**Run 1: pin map**

Pins as bars across the die edge, other pins in grey.
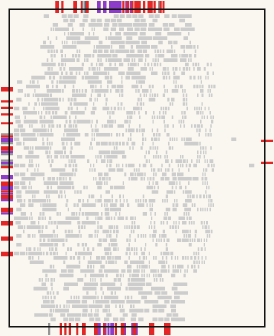
**Run 1: routing congestion map**

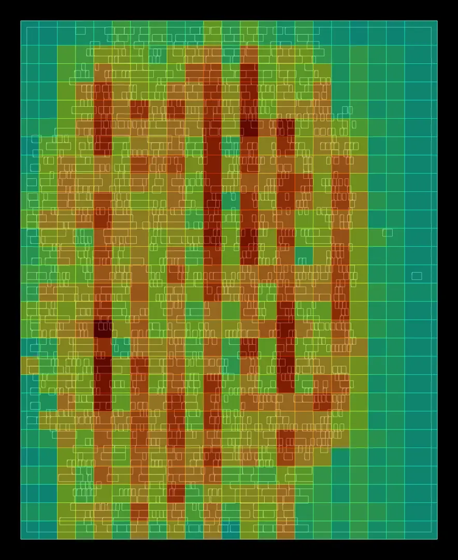
**Run 1: sequential cells coloured by netlist name**

Other sequential cells in the stronger grey, the rest of the logic in the fainter grey.
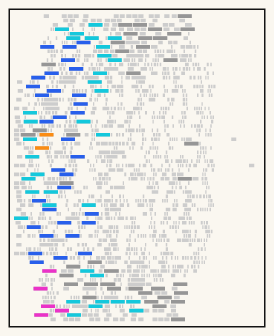
### src/rtl/alu_shift_pkg.sv
// Shared types and field layout for the ALU / iterative-shift request-response block.
package alu_shift_pkg;

  localparam int DATA_W = 32;
  localparam int REQ_W  = 68;
  localparam int RSP_W  = 34;
  localparam int CNT_W  = 5;

  // Shift-request field positions inside req_data
  localparam int REQ_DIR_BIT   = 37;
  localparam int REQ_SHAMT_LSB = 32;
  localparam int REQ_SFT_LSB   = 0;

  // Response field positions inside rsp_data
  localparam int RSP_OVF_BIT  = 33;
  localparam int RSP_ZERO_BIT = 32;

  typedef enum logic [1:0] {
    IDLE  = 2'd0,
    EXEC  = 2'd1,
    SHIFT = 2'd2,
    RESP  = 2'd3
  } state_e;

  typedef enum logic [1:0] {
    OP_AND = 2'b00,
    OP_OR  = 2'b01,
    OP_ADD = 2'b10,
    OP_SLT = 2'b11
  } alu_op_e;

  typedef struct packed {
    logic              inv_a;
    logic              inv_b;
    alu_op_e           op;
    logic [DATA_W-1:0] src1;
    logic [DATA_W-1:0] src2;
  } alu_req_t;

  typedef struct packed {
    logic              ovf;
    logic              zero;
    logic [DATA_W-1:0] result;
  } rsp_t;

endpackage

### src/rtl/alu32_core.sv
// Combinational 32-bit ALU: AND / OR / ADD / SLT with optional operand inversion.
module alu32_core
  import alu_shift_pkg::*;
(
  input  logic [DATA_W-1:0] a,
  input  logic [DATA_W-1:0] b,
  input  logic              invert_a,
  input  logic              invert_b,
  input  alu_op_e           operation,
  output logic [DATA_W-1:0] result,
  output logic              zero,
  output logic              overflow
);

  logic [DATA_W-1:0] a_eff;
  logic [DATA_W-1:0] b_eff;
  logic [DATA_W-2:0] sum_low;
  logic              carry_in_31;
  logic              sum_31;
  logic              carry_out;
  logic              add_ovf;
  logic              set_lt;

  always_comb begin
    // NOTE: every output of this block gets a value on every path first, so no latch is inferred.
    result   = '0;
    overflow = 1'b0;

    a_eff = invert_a ? ~a : a;
    b_eff = invert_b ? ~b : b;

    // Split the add at bit 31 so both carries needed for signed overflow are visible.
    {carry_in_31, sum_low} = {1'b0, a_eff[DATA_W-2:0]} + {1'b0, b_eff[DATA_W-2:0]}
                           + {{(DATA_W-1){1'b0}}, invert_b};
    sum_31    = a_eff[DATA_W-1] ^ b_eff[DATA_W-1] ^ carry_in_31;
    carry_out = (a_eff[DATA_W-1] & b_eff[DATA_W-1]) |
                (a_eff[DATA_W-1] & carry_in_31)     |
                (b_eff[DATA_W-1] & carry_in_31);
    add_ovf   = carry_in_31 ^ carry_out;
    set_lt    = sum_31 ^ add_ovf;

    case (operation)
      OP_AND: result = a_eff & b_eff;
      OP_OR:  result = a_eff | b_eff;
      OP_ADD: begin
        result   = {sum_31, sum_low};
        overflow = add_ovf;
      end
      OP_SLT: begin
        result   = {{(DATA_W-1){1'b0}}, set_lt};
        overflow = add_ovf;
      end
    endcase

    zero = (result == '0);
  end

endmodule

### src/rtl/alu_shift_responder.sv
// Single-outstanding request/response engine: one-cycle ALU ops or bit-serial logical shifts.
module alu_shift_responder
  import alu_shift_pkg::*;
(
  input  logic             clk,
  input  logic             rst_n,
  input  logic             req_valid,
  output logic             req_ready,
  input  logic             req_kind,
  input  logic [REQ_W-1:0] req_data,
  output logic             rsp_valid,
  input  logic             rsp_ready,
  output logic             rsp_kind,
  output logic [RSP_W-1:0] rsp_data
);

  state_e            state_q,     state_d;
  logic              req_ready_q, req_ready_d;
  logic              rsp_valid_q, rsp_valid_d;
  logic              rsp_kind_q,  rsp_kind_d;
  rsp_t              rsp_data_q,  rsp_data_d;
  logic [DATA_W-1:0] src_a_q,     src_a_d;
  logic [DATA_W-1:0] opnd_q,      opnd_d;
  logic              inv_a_q,     inv_a_d;
  logic              inv_b_q,     inv_b_d;
  alu_op_e           op_q,        op_d;
  logic              dir_q,       dir_d;
  logic [CNT_W-1:0]  cnt_q,       cnt_d;

  alu_req_t          alu_req;
  logic [DATA_W-1:0] alu_result;
  logic              alu_zero;
  logic              alu_ovf;

  assign alu_req = alu_req_t'(req_data);

  // The ALU sees only captured operands, so req_data may change freely after accept.
  alu32_core u_alu (
    .a         (src_a_q),
    .b         (opnd_q),
    .invert_a  (inv_a_q),
    .invert_b  (inv_b_q),
    .operation (op_q),
    .result    (alu_result),
    .zero      (alu_zero),
    .overflow  (alu_ovf)
  );

  always_comb begin
    state_d    = state_q;
    rsp_kind_d = rsp_kind_q;
    rsp_data_d = rsp_data_q;
    src_a_d    = src_a_q;
    opnd_d     = opnd_q;
    inv_a_d    = inv_a_q;
    inv_b_d    = inv_b_q;
    op_d       = op_q;
    dir_d      = dir_q;
    cnt_d      = cnt_q;

    case (state_q)
      IDLE: begin
        if (req_valid) begin
          if (req_kind) begin
            state_d = SHIFT;
            opnd_d  = req_data[REQ_SFT_LSB +: DATA_W];
            cnt_d   = req_data[REQ_SHAMT_LSB +: CNT_W];
            dir_d   = req_data[REQ_DIR_BIT];
          end else begin
            state_d = EXEC;
            src_a_d = alu_req.src1;
            opnd_d  = alu_req.src2;
            inv_a_d = alu_req.inv_a;
            inv_b_d = alu_req.inv_b;
            op_d    = alu_req.op;
          end
        end
      end
      EXEC: begin
        state_d    = RESP;
        rsp_kind_d = 1'b0;
        rsp_data_d = '{ovf: alu_ovf, zero: alu_zero, result: alu_result};
      end
      SHIFT: begin
        if (cnt_q != '0) begin
          opnd_d = dir_q ? (opnd_q << 1) : (opnd_q >> 1);
          cnt_d  = cnt_q - {{(CNT_W-1){1'b0}}, 1'b1};
        end else begin
          state_d    = RESP;
          rsp_kind_d = 1'b1;
          rsp_data_d = '{ovf: 1'b0, zero: 1'b0, result: opnd_q};
        end
      end
      RESP: begin
        if (rsp_ready) state_d = IDLE;
      end
    endcase

    // Handshake outputs are registered from the next state so they change with it.
    req_ready_d = (state_d == IDLE);
    rsp_valid_d = (state_d == RESP);
  end

  // NOTE: sequential state uses non-blocking assignments so every flop samples pre-edge values.
  always_ff @(posedge clk or negedge rst_n) begin
    if (!rst_n) begin
      state_q     <= IDLE;
      req_ready_q <= 1'b1;
      rsp_valid_q <= 1'b0;
      rsp_kind_q  <= 1'b0;
      rsp_data_q  <= '0;
      src_a_q     <= '0;
      opnd_q      <= '0;
      inv_a_q     <= 1'b0;
      inv_b_q     <= 1'b0;
      op_q        <= OP_AND;
      dir_q       <= 1'b0;
      cnt_q       <= '0;
    end else begin
      state_q     <= state_d;
      req_ready_q <= req_ready_d;
      rsp_valid_q <= rsp_valid_d;
      rsp_kind_q  <= rsp_kind_d;
      rsp_data_q  <= rsp_data_d;
      src_a_q     <= src_a_d;
      opnd_q      <= opnd_d;
      inv_a_q     <= inv_a_d;
      inv_b_q     <= inv_b_d;
      op_q        <= op_d;
      dir_q       <= dir_d;
      cnt_q       <= cnt_d;
    end
  end

  assign req_ready = req_ready_q;
  assign rsp_valid = rsp_valid_q;
  assign rsp_kind  = rsp_kind_q;
  assign rsp_data  = rsp_data_q;

endmodule

### config.mk
export PLATFORM = sky130hd
export DESIGN_NAME = alu_shift_responder
export DESIGN_NICKNAME = d
export VERILOG_FILES = /design/src/rtl/alu_shift_pkg.sv /design/src/rtl/alu32_core.sv /design/src/rtl/alu_shift_responder.sv
export SDC_FILE = /design/constraint.sdc
export NUM_CORES = 1
export LEC_CHECK = 0
export ABC_AREA = 1
export CAP_MARGIN = 20
export CELL_PAD_IN_SITES_DETAIL_PLACEMENT = 0
export CELL_PAD_IN_SITES_GLOBAL_PLACEMENT = 2
export CORE_ASPECT_RATIO = 1.25
export CORE_MARGIN = 2
export CORE_UTILIZATION = 32
export CTS_CLUSTER_SIZE = 40
export DETAILED_ROUTE_END_ITERATION = 7
export PLACE_DENSITY = 0.91
export SLEW_MARGIN = 20
export SYNTH_ARGS = -nofsm -noshare
export SYNTH_HDL_FRONTEND = slang
export SYNTH_SLANG_ARGS = --single-unit
### constraint.sdc
create_clock -name clk -period 5.2 [get_ports clk]
set_clock_uncertainty 0.1 [all_clocks]
set_input_delay 0.52 -clock clk [delete_from_list [all_inputs] [get_ports clk]]
set_output_delay 0.52 -clock clk [all_outputs]
set_load 0.01 [all_outputs]
==> flow_summary.yaml, run 1 <==
# implementation run metrics
grt:
  met1_usage_pct: 28.39
  antenna_found_initial: 0
  grt_overflow_total: 0
  grt_pass1_wl_microns: 49950
  grt_start_max_net_pins: 75
  use_met2_pct: 35.39
synthesis:
  postSynth.asyncResetShare_pct: 100.0
  yosysUniqueCellTypes: 37
  xor_share_pct: 5.875
  ys_cells: 1375
  fp_nets: 1516
  flop_cell: "dfrtp_1"
  most_common_cell: "nand2_1"
  ys_chip_area_sq_um: 9393
  simple_gate_share_pct: 26.20
cells_and_area:
  stdcell_area_sq_um: 11510
  comb_area_share_pct: 48.32
  num-multi-input-gates: 999
  fillCellCount: 3138
  mostFrequentLayoutCell: "nand2_1"
  multiInputGateArea_sq_um: 5563
  inv_count: 210
  n_all_buffers: 121
die:
  ioPinCount: 110
hold_path:
  worstHoldPathCells: 2
  worstHoldStart: "rsp_data[24]"
  hold_path_class: "reg2reg"
clock_tree:
  cts_resized: 0
  cts_tree: "built"
  clk_pin_slew_ns: 0.05
critical_path:
  critPathKind: "reg2reg"
  cp_common_cell: "nor2_1"
  crit_buf_inv: 4
  critPathLaunch: "inv_a_q"
  reg2reg_slack_ns: 0.66
  critPathCapture: "rsp_data[32]"
placement:
  globalplace.congestion: 0.9297
  portBuffers: 109
routing:
  drc: 0
status:
  status: "complete, no violations"
final_timing:
  hold_violations: 0
  tightest_slew_ns: 0.9528
## Picture notes: 'pin map'
- `rsp_kind`: cyan (pins 1; direction output; edge top)
- `rsp_data`: purple (pins 34; direction output; edge 14 top, 11 left, 9 bottom)
- `req_data`: red (pins 68; direction input; edge 23 left, 22 top, 21 bottom, 2 right)
- all pins by edge: 39 left, 38 top, 31 bottom, 2 right

## Picture notes: 'routing congestion map'
GRT Total Usage: 21.19%
GRT busiest layer: met2
GR Util met3: 2.330%

## Picture notes: 'sequential cells coloured by netlist name'
- `cnt_q`: magenta (sequential cells 5; where lower left)
- `state_q`: orange (sequential cells 2)
- `opnd_q`: blue (sequential cells 32; where a column on the left)
- `rsp_data`: cyan (sequential cells 34)
- not coloured: 40
FF/Latch Area: 2831 sq um
Core Util, Final: 39.60%
proportion of cell area occupied by registers: 24.59%

[run 1: routing by layer]
metal,part of all wire [%],vias to the layer above
met5,0,-
met4,2.7,0
met3,4.4,47
met2,48,250
met1,45,4272
li1,-,4560
[run 1: worst register-to-register path, stage by stage, from the launching register on]
cell,delay (ns)
dfrtp_2,0.98
buf_4,0.30
xnor2_1,0.16
inv_1,0.07
ha_1,0.37
nand2_1,0.14
nor2_1,0.14
inv_1,0.07
nor2_1,0.14
nand3_1,0.12
nand2_1,0.11
nand4_1,0.08
nand3_1,0.08
inv_1,0.09
fa_1,0.48
or2_2,0.10
nand3_1,0.09
nor2_1,0.10
nand3_1,0.09
nor2_1,0.09
nand2_1,0.06
nor2_1,0.09
nand3_1,0.07
nor2_1,0.10
nand3_1,0.07
nor2_1,0.09
nand2_1,0.05
nand2_1,0.05
[run 1: kinds of logic (layout without fill, tap and decap cells)]
group           Yosys count  in the layout
simple gates            594            594
buf+inv                 263            363
compound gates          244            244
flops                   113            113
fa+ha+maj                68             68
xor+xnor                 63             63
mux                      30             30
[run 1: registers in the layout (all words and copies together), names as in the netlist, 2 cells and up]
register	cells
rsp_data	34
opnd_q	32
src_a_q	32
cnt_q	5
op_q	2
state_q	2
[run 1: per-stage QoR]
step	setup slack, ns	instances	utilization (%)
after CTS	0.6636	1869	39.47
after floorplan	1.265	1375	-
final	0.6618	1871	39.60
after detailed placement	0.6887	1837	37.33
after global placement	0.7051	1837	37.33
after global routing	0.1833	1871	39.60
**Run 1: signal wires by layer**

Only two layers are drawn.
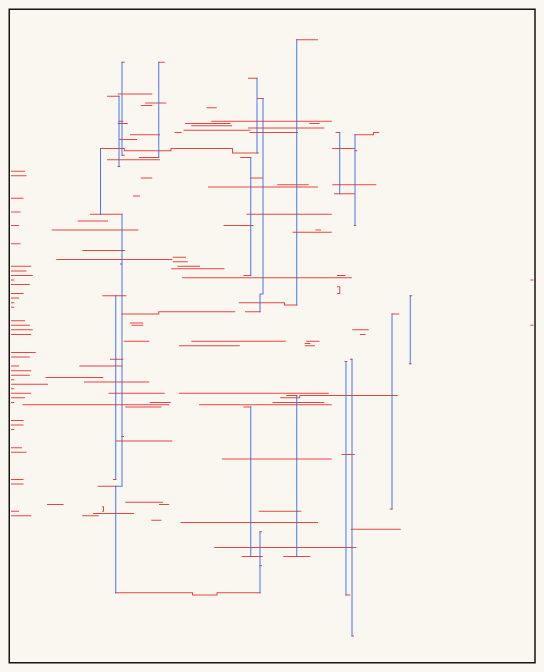

==> run 2: changes to the inputs <==
CTS_BUF_LIST = sky130_fd_sc_hd__clkbuf_16   (was default)
**Run 2: signal wires by layer**

Only two layers are drawn.
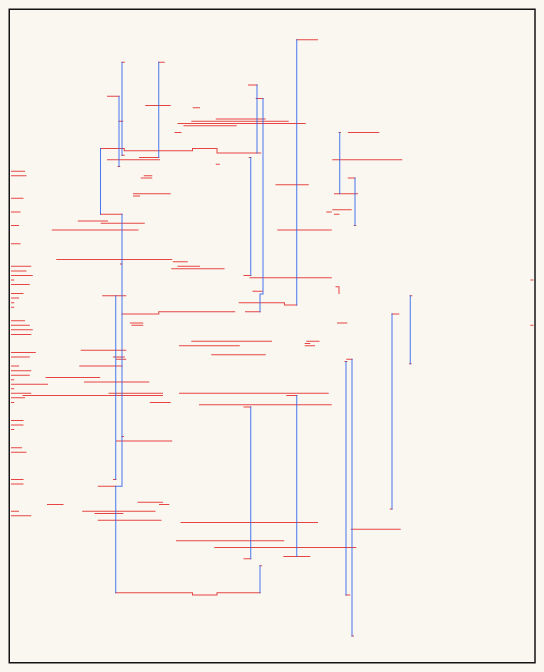
- metal 3: red (wire length 1220 microns)
- metal 4: blue (wire length 834 microns)

==> run 2 against run 1 <==
Against the previous run:
- global-route usage about the same
- worst hold slack gained 0.0019 ns
- first-iteration DRC count down 12%
- register-to-register slack hardly changed
- final area decreased by 0.17%
- synthesized cell count did not move
- sequential share of layout area about the same
- sequential cell count unchanged
- non-clock buffer count is the same
- setup slack got worse by 0.0013 ns
==> flow_summary.yaml, run 2 <==
# implementation run metrics
die:
  fp_util_pct: 32.30
  ioPinCount: 110
  rows: 70
  die_h_microns: 195.6
cells_and_area:
  fin_util_pct: 39.53
  largest_reg_flops: 34
  mostFrequentLayoutCell: "nand2_1"
  finalNetCount: 1603
  area_growth_pct: 22.37
  stdcell_area_sq_um: 11490
final_timing:
  worst_slack_ns: 0.6605
  finalMaxSlewViolations: 0
  period_minus_slack_ns: 4.540
  hold_violations: 0
  tightest_slew_ns: 0.9449
  holdWs_ns: 0.3823
  setup_viol: 0
synthesis:
  simple_gate_share_pct: 26.20
  ys_seq_share_pct: 30.12
  edf_count: 0
  netlist_area_sq_um: 9393
  yosysUniqueCellTypes: 37
  fp_nets: 1516
  synth.yosys.warnings: 0
  flop_cell: "dfrtp_1"
  syn_area_per_cell_sq_um: 6.831
  postSynth.asyncResetShare_pct: 100.0
  ys_cells: 1375
  top_cell_area_share_pct: 29.84
  yosys-top-cells-area: "dfrtp_1 (30%), nand2_1 (14%), ha_1 (8.7%)"
  common_cells: "nand2_1 (340), inv_1 (202), nor2_1 (135)"
  syn_inst: 1375
  ys_chip_area_sq_um: 9393
  most_common_cell: "nand2_1"
  synthMuxAreaShare_pct: 3.597
  xor_share_pct: 5.875
grt:
  grt_overflow_total: 0
  grt_pass1_wl_microns: 49970
  grt_usage_pct: 21.21
  grt_start_max_net_pins: 75
  antenna_found_initial: 0
routing:
  firstDrtPassIters: 5
  drc: 0
  vias: 9112
  vias_per_cell: 4.870
  wl_per_cell_microns: 17.08
  final_antenna_net_count: 0
clock_tree:
  cts_root_buffer: "clkbuf_16"
  clock_path_buffers: 2
  cts_resized: 0
  numCtsBuffers: 17
  clock_sinks: 113
  cts_tree: "built"
  clk_pin_slew_ns: 0.05
critical_path:
  r2r_end: "rsp_data[32]"
  crit_buf_inv: 4
  critPathCapture: "rsp_data[32]"
  critPathLaunch: "inv_a_q"
  reg2reg_slack_ns: 0.66
  end_kind: "flip-flop"
  cp_common_cell: "nor2_1"
  cp.depth: 27
  cpMaxStageDelayCell: "dfrtp_2"
  rr_worst_depth: 27
  critPathKind: "reg2reg"
placement:
  portBuffers: 109
  hpwl_microns: 24570
  globalplace.congestion: 0.9297
  dpl_cell_area_sq_um: 10850
  dp_slack_ns: 0.6887
hold_path:
  hold_path_class: "reg2reg"
status:
  status: "complete, no violations"
job:
  log.warning_count: 60
[run 2: cell counts after synthesis]
No cell type changed its count.
[run 2: layout make-up]
cell class                 instances  area, sq um
clock buffer                      17        425.4
clock inverter                    15        176.4
fill                            3140        17580
inverter                         210        788.3
multi-input combinational        999         5563
sequential                       113         2831
tap                              396        495.5
timing repair buffer             121         1214
[run 2: worst min-delay path by stage]
stage | start | endpoint | cells past startpoint
2_1_floorplan | rst_n | cnt_q[0] | 0
3_3_place_gp | rsp_data[24] | rsp_data[24] | 2
3_5_place_dp | rsp_data[24] | rsp_data[24] | 2
4_1_cts | rst_n | op_q[1] | 1
5_1_grt | rsp_data[23] | rsp_data[23] | 2
6_report | rsp_data[23] | rsp_data[23] | 2
[run 2: repair_timing]
| action | in CTS | in global routing |
|---|---|---|
| buffers inserted | 0 | 0 |
| hold endpoints to repair | 0 | 24 |
| hold buffers | 0 | 1 |
[run 2: metal layers]
layer / wire length, microns / track usage, % / vias to the layer above / share of wire [%]
met4: 834 / 7.172 / 0 / 2.6
met5: 0 / 0 / - / 0
met2: 15410 / 35.48 / 222 / 48
met1: 14490 / 28.35 / 4288 / 45
li1: - / - / 4558 / -
met3: 1224 / 2.330 / 44 / 3.8
[run 2: metrics by stage]
step,std cells
floorplan,1375
finish,1871
global placement,1837
global route,1871
CTS,1869
detailed placement,1837
[run 2: kinds of logic (layout without fill, tap and decap cells)]
family	count (synthesis)	after routing
AND-OR/OR-AND	244	244
XOR/XNOR	63	63
adder cells (fa/ha/maj)	68	68
buffers and inverters	263	363
flip-flops	113	113
multiplexers	30	30
AND/OR/NAND/NOR	594	594
[run 2: tightest hold or removal path: cells and delay by family (launching register included)]
family	cells	cell delay, ns
DFF	1	0.34
and+or+nand+nor	2	0.10
